$ cat src/rtl/fetch_sequencer.sv
// Instruction-fetch sequencer: owns the PC, one outstanding imem request.
// FETCH_COMPRESSED_EN: allows halfword PCs and 16-bit instructions.
module fetch_sequencer #(
  parameter logic [31:0] RESET_PC = 32'h0000_0000
) (
  input  logic        clk,
  input  logic        rst,
  output logic        imemReqValid,
  input  logic        imemReqReady,
  output logic [31:0] imemReqAddr,
  input  logic        imemRespValid,
  input  logic [31:0] imemRespData,
  input  logic        redirectValid,
  input  logic [31:0] redirectTarget,
  output logic        instValid,
  input  logic        instReady,
  output logic [31:0] instData,
  output logic [31:0] instPc,
  output logic [31:0] instPcLink,
  output logic        fetchFault
);

  typedef enum logic [2:0] {
    S_IDLE,
    S_REQ,
    S_WAIT,
    S_OUT,
    S_FAULT
  } state_t;

  state_t      r_state;
  logic [31:0] r_pc;
  logic [31:0] r_data;
  logic [31:0] r_ipc;
  logic [31:0] r_link;
  logic        r_discard;
  logic        r_reqValid;
  logic        r_instValid;
  logic        r_fault;

  logic        w_misaligned;
  logic        w_is16;
  logic [31:0] w_data;
  logic [31:0] w_link;

`ifdef FETCH_COMPRESSED_EN
  assign w_misaligned = redirectTarget[0];
  assign w_is16       = (imemRespData[1:0] != 2'b11);
`else
  assign w_misaligned = |redirectTarget[1:0];
  assign w_is16       = 1'b0;
`endif

  // Word presented to decode, and the link of the instruction at pc
  assign w_data = w_is16 ? {16'h0000, imemRespData[15:0]} : imemRespData;
  assign w_link = r_pc + (w_is16 ? 32'd2 : 32'd4);

  // Fetch FSM; redirect outranks every other event in the cycle
  always_ff @(posedge clk) begin
    if (rst) begin
      r_state     <= S_IDLE;
      r_pc        <= RESET_PC;
      r_discard   <= 1'b0;
      r_reqValid  <= 1'b0;
      r_instValid <= 1'b0;
      r_fault     <= 1'b0;
      r_data      <= 32'h0;
      r_ipc       <= 32'h0;
      r_link      <= 32'h0;
    end else if (redirectValid && w_misaligned) begin
      r_state     <= S_FAULT;
      r_reqValid  <= 1'b0;
      r_instValid <= 1'b0;
      r_fault     <= 1'b1;
    end else if (redirectValid) begin
      r_pc        <= redirectTarget;
      r_instValid <= 1'b0;
      r_fault     <= 1'b0;
      r_state     <= S_REQ;
      r_reqValid  <= 1'b1;
      unique case (r_state)
        S_REQ: begin
          if (imemReqReady) begin
            r_state    <= S_WAIT;
            r_reqValid <= 1'b0;
            r_discard  <= 1'b1;
          end
        end
        S_WAIT: begin
          if (imemRespValid) begin
            r_discard <= 1'b0;
          end else begin
            r_state    <= S_WAIT;
            r_reqValid <= 1'b0;
            r_discard  <= 1'b1;
          end
        end
        S_FAULT: begin
          if (imemRespValid) r_discard <= 1'b0;
        end
        default: ;
      endcase
    end else begin
      unique case (r_state)
        S_IDLE: begin
          r_state    <= S_REQ;
          r_reqValid <= 1'b1;
        end
        S_REQ: begin
          if (imemReqReady) begin
            r_state    <= S_WAIT;
            r_reqValid <= 1'b0;
          end
        end
        S_WAIT: begin
          if (imemRespValid) begin
            if (r_discard) begin
              r_discard  <= 1'b0;
              r_state    <= S_REQ;
              r_reqValid <= 1'b1;
            end else begin
              r_data      <= w_data;
              r_ipc       <= r_pc;
              r_link      <= w_link;
              r_state     <= S_OUT;
              r_instValid <= 1'b1;
            end
          end
        end
        S_OUT: begin
          if (instReady) begin
            r_pc        <= r_link;
            r_state     <= S_REQ;
            r_instValid <= 1'b0;
            r_reqValid  <= 1'b1;
          end
        end
        S_FAULT: begin
          if (imemRespValid) r_discard <= 1'b0;
        end
        default: r_state <= S_IDLE;
      endcase
    end
  end

  assign imemReqValid = r_reqValid;
  assign imemReqAddr  = r_pc;
  assign instValid    = r_instValid;
  assign instData     = r_data;
  assign instPc       = r_ipc;
  assign instPcLink   = r_link;
  assign fetchFault   = r_fault;

endmodule

$ cat config.mk
export PLATFORM = sky130hd
export DESIGN_NAME = fetch_sequencer
export DESIGN_NICKNAME = d
export VERILOG_FILES = /design/src/rtl/fetch_sequencer.sv
export SDC_FILE = /design/constraint.sdc
export NUM_CORES = 1
export LEC_CHECK = 0
export ABC_AREA = 1
export CAP_MARGIN = 25
export CORE_MARGIN = 5
export CORE_UTILIZATION = 46
export CTS_CLUSTER_DIAMETER = 60
export DETAILED_ROUTE_END_ITERATION = 6
export GPL_TIMING_DRIVEN = 0
export PLACE_DENSITY_LB_ADDON = 0.05
export SLEW_MARGIN = 0
export SYNTH_ARGS = -nofsm -noshare
export SYNTH_HDL_FRONTEND = slang
export SYNTH_SLANG_ARGS = --single-unit
$ cat constraint.sdc
create_clock -name clk -period 1.6 [get_ports clk]
set_input_delay 0.4 -clock clk [delete_from_list [all_inputs] [get_ports clk]]
set_output_delay 0.4 -clock clk [all_outputs]
set_load 0.01 [all_outputs]
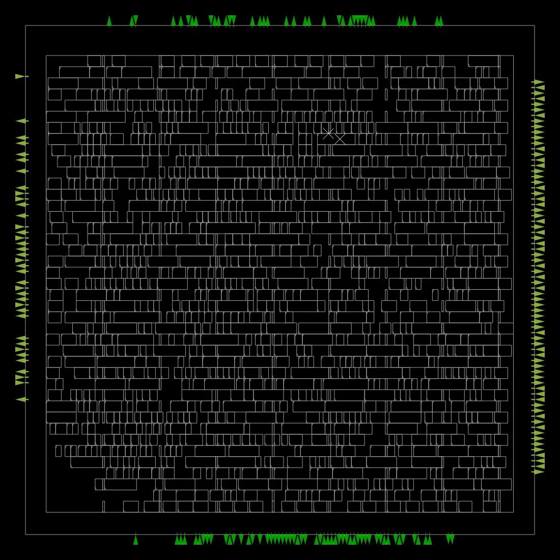
(run_1/placement.png)
num rows: 41
Post-Layout Cell Count: 1281
n_taps: 172
fraction of area in registers: 29.9%
final-layout fill cell count: 1184

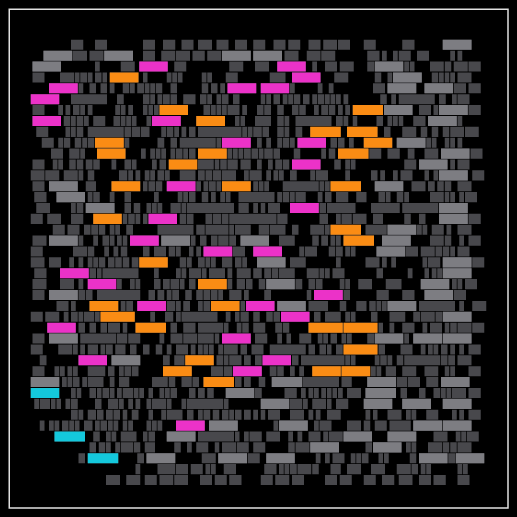
(run_1/flops_by_reg.png)
(4 px per µm)
Key: magenta = `instPcLink` [sequential cells 30]; cyan = `r_state` [sequential cells 3]; orange = `imemReqAddr` [sequential cells 32]
Another 68 sequential cells are not coloured.

==> run notes <==
fresh numbers from the pnr run: failing checks=design-rule violations, die area=~15000 µm², Main power group=clock, CP Launch Type=flip-flop, critical path required time=about 1.2 ns, CP max stage delay=between 0.4 and 0.5 ns, Pint=about 6.4 mW, number of synthesis warnings=0, H-tree levels=4, gr ovfl total=0, DR pass1 iterations=7, Synth cell types=31, syn avg cell area=about 6.9 µm², Hold EP=instPcLink[18]$_SDFFE_PP0P_, initial antenna violation count=0, die height=approximately 120 µm, vias in the first global route=between 6000 and 7000, Max FO, Critical Path=5, Hold WS=approximately 0.39 ns, maximum VDD drop=0.707 mV, largest net degree at the start of global routing=17, crit-path cells=dlygate4sd2_1, Synth Instances=between 800 and 900, fmax=approximately 630 MHz, clock sink count=133, outcome=complete, but fails checks, Buffers on Ports=199, R2R Path End=instData[13]$_SDFFE_PP0P_, CP max stage cell=dfxtp_1, yosys cell count=867, final wirelength=21000 µm, CTS clk-pin slew, worst paths=roughly 0.060 ns, Slew Limit Headroom=between 50% and 60%, leakage dissipation=4.24 nW, initial drt markers=between 600 and 700, sequential power=between 3 and 4 mW, Yosys top cell by instances=nor2_1, clk ins delay skew pair=between 0.4 and 0.5 ns, DR DRC count=2, R2R Path Start=r_state[2]$_SDFFE_PP0P_, CTS buffer count=17
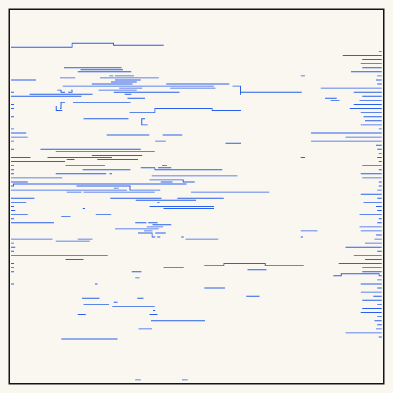
(run_1/layer_met3.png)
(3 px per µm)
174 nets have wire on it. The layer holds 8.5% of the routed length. The wires run mostly horizontal.

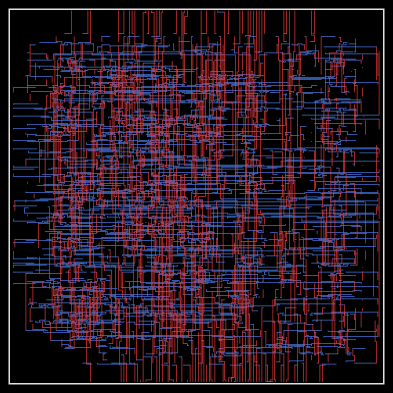
(run_1/wires.png)
(3 px per µm) Only two layers are drawn.
Key: blue = metal 1 [wire length 9090 µm]; red = metal 2 [wire length 9680 µm]

run 1: per-layer routing:
layer / routed length, µm / global-route usage [%] / part of all wire, %
met1: 9090 / 33.8 / 43
met2: 9680 / 43.5 / 46
met3: 1790 / 7.33 / 8.5
met4: 438 / 7.74 / 2.1
met5: 0 / 0 / 0
run 1: what timing repair did:
action,CTS,global route
pin swaps,3,9
buffers inserted,3,8
gates resized,183,44
hold buffers,0,0
endpoints found under the setup margin,255,104
gates cloned,2,0
run 1: kinds of logic after synthesis:
group                    count (synthesis)  share of synthesized area [%]
XOR/XNOR                                 4                          0.583
AND-OR/OR-AND                          209                           18.6
flip-flops                             133                           44.3
buffers and inverters                  131                           9.99
adder cells (fa/ha/maj)                  1                          0.208
AND/OR/NAND/NOR                        389                           26.4
run 1: state kept, by name (all words and copies together) (netlist names):
name,cells
imemReqAddr,32
instPc,32
instValid,1
r_discard,1
r_state,3
fetchFault,1
instData,32
instPcLink,30
imemReqValid,1
run 1: worst max-delay path by stage:
stage,from,endpoint,slack [ns],depth (start not counted)
floorplan,imemReqAddr[3]$_SDFFE_PP0P_,instPcLink[16]$_SDFFE_PP0P_,0.05,8
global placement,redirectValid,imemReqAddr[27]$_SDFFE_PP0P_,-0.70,6
detailed placement,redirectValid,imemReqAddr[26]$_SDFFE_PP0P_,-0.65,6
CTS,r_state[2]$_SDFFE_PP0P_,instPcLink[25]$_SDFFE_PP0P_,-0.01,9
global route,imemReqAddr[4]$_SDFFE_PP0P_,instPcLink[21]$_SDFFE_PP0P_,-0.07,9
finish,imemReqAddr[10]$_SDFFE_PP0P_,imemReqAddr[10],0.02,1
run 1: cell usage in the layout, fill, tap and decap left out, types with 2 or more instances in the layout:
cell type	instances
o21ai_1	19
dfxtp_2	13
nor2_1	175
buf_6	7
nor2_2	5
nor3_2	5
bufinv_16	3
buf_8	2
nand3_1	35
o211a_1	8
dlygate4sd2_1	130
dfxtp_1	116
xnor2_1	2
inv_1	70
nand2_1	133
buf_4	19
o21ai_2	3
buf_12	2
dfxtp_4	4
nand2_2	5
clkinv_2	3
buf_2	12
clkbuf_2	6
clkinvlp_4	6
nor3_1	12
clkbuf_1	14
nand2_4	3
bufbuf_16	2
a21oi_1	68
a211oi_1	3
nor2_4	7
o21ai_0	104
nand4_1	6
xor2_1	2
clkbuf_16	17
inv_2	7
clkdlybuf4s50_1	66
run 1: metrics by stage:
| stage | power (mW) | cell area [µm²] | TNS [ns] | worst slack, ns |
|---|---|---|---|---|
| 4_1_cts | 8.57 | 8850 | -0.0237 | -0.0121 |
| 6_report | 8.56 | 9010 | 0 | 0.0175 |
| 3_3_place_gp | 4.71 | 8220 | -68.35 | -0.697 |
| 5_1_grt | 8.86 | 9010 | -0.130 | -0.0665 |
| 3_5_place_dp | 4.71 | 8220 | -69.25 | -0.649 |
| 2_1_floorplan | 4.12 | 6010 | 0 | 0.0507 |
run 1: cell type report:
| type | count | area share (%) |
|---|---|---|
| plain buffers | 51 | 3.87 |
| repair buffers | 212 | 22.1 |
| well taps | 172 | 2.39 |
| clock inverters | 13 | 1.76 |
| inverters | 78 | 3.28 |
| clock buffers | 19 | 4.80 |
| flip-flops and latches | 133 | 29.9 |
| multi-input cells | 603 | 31.9 |
Power and IR drop assume default switching activity.
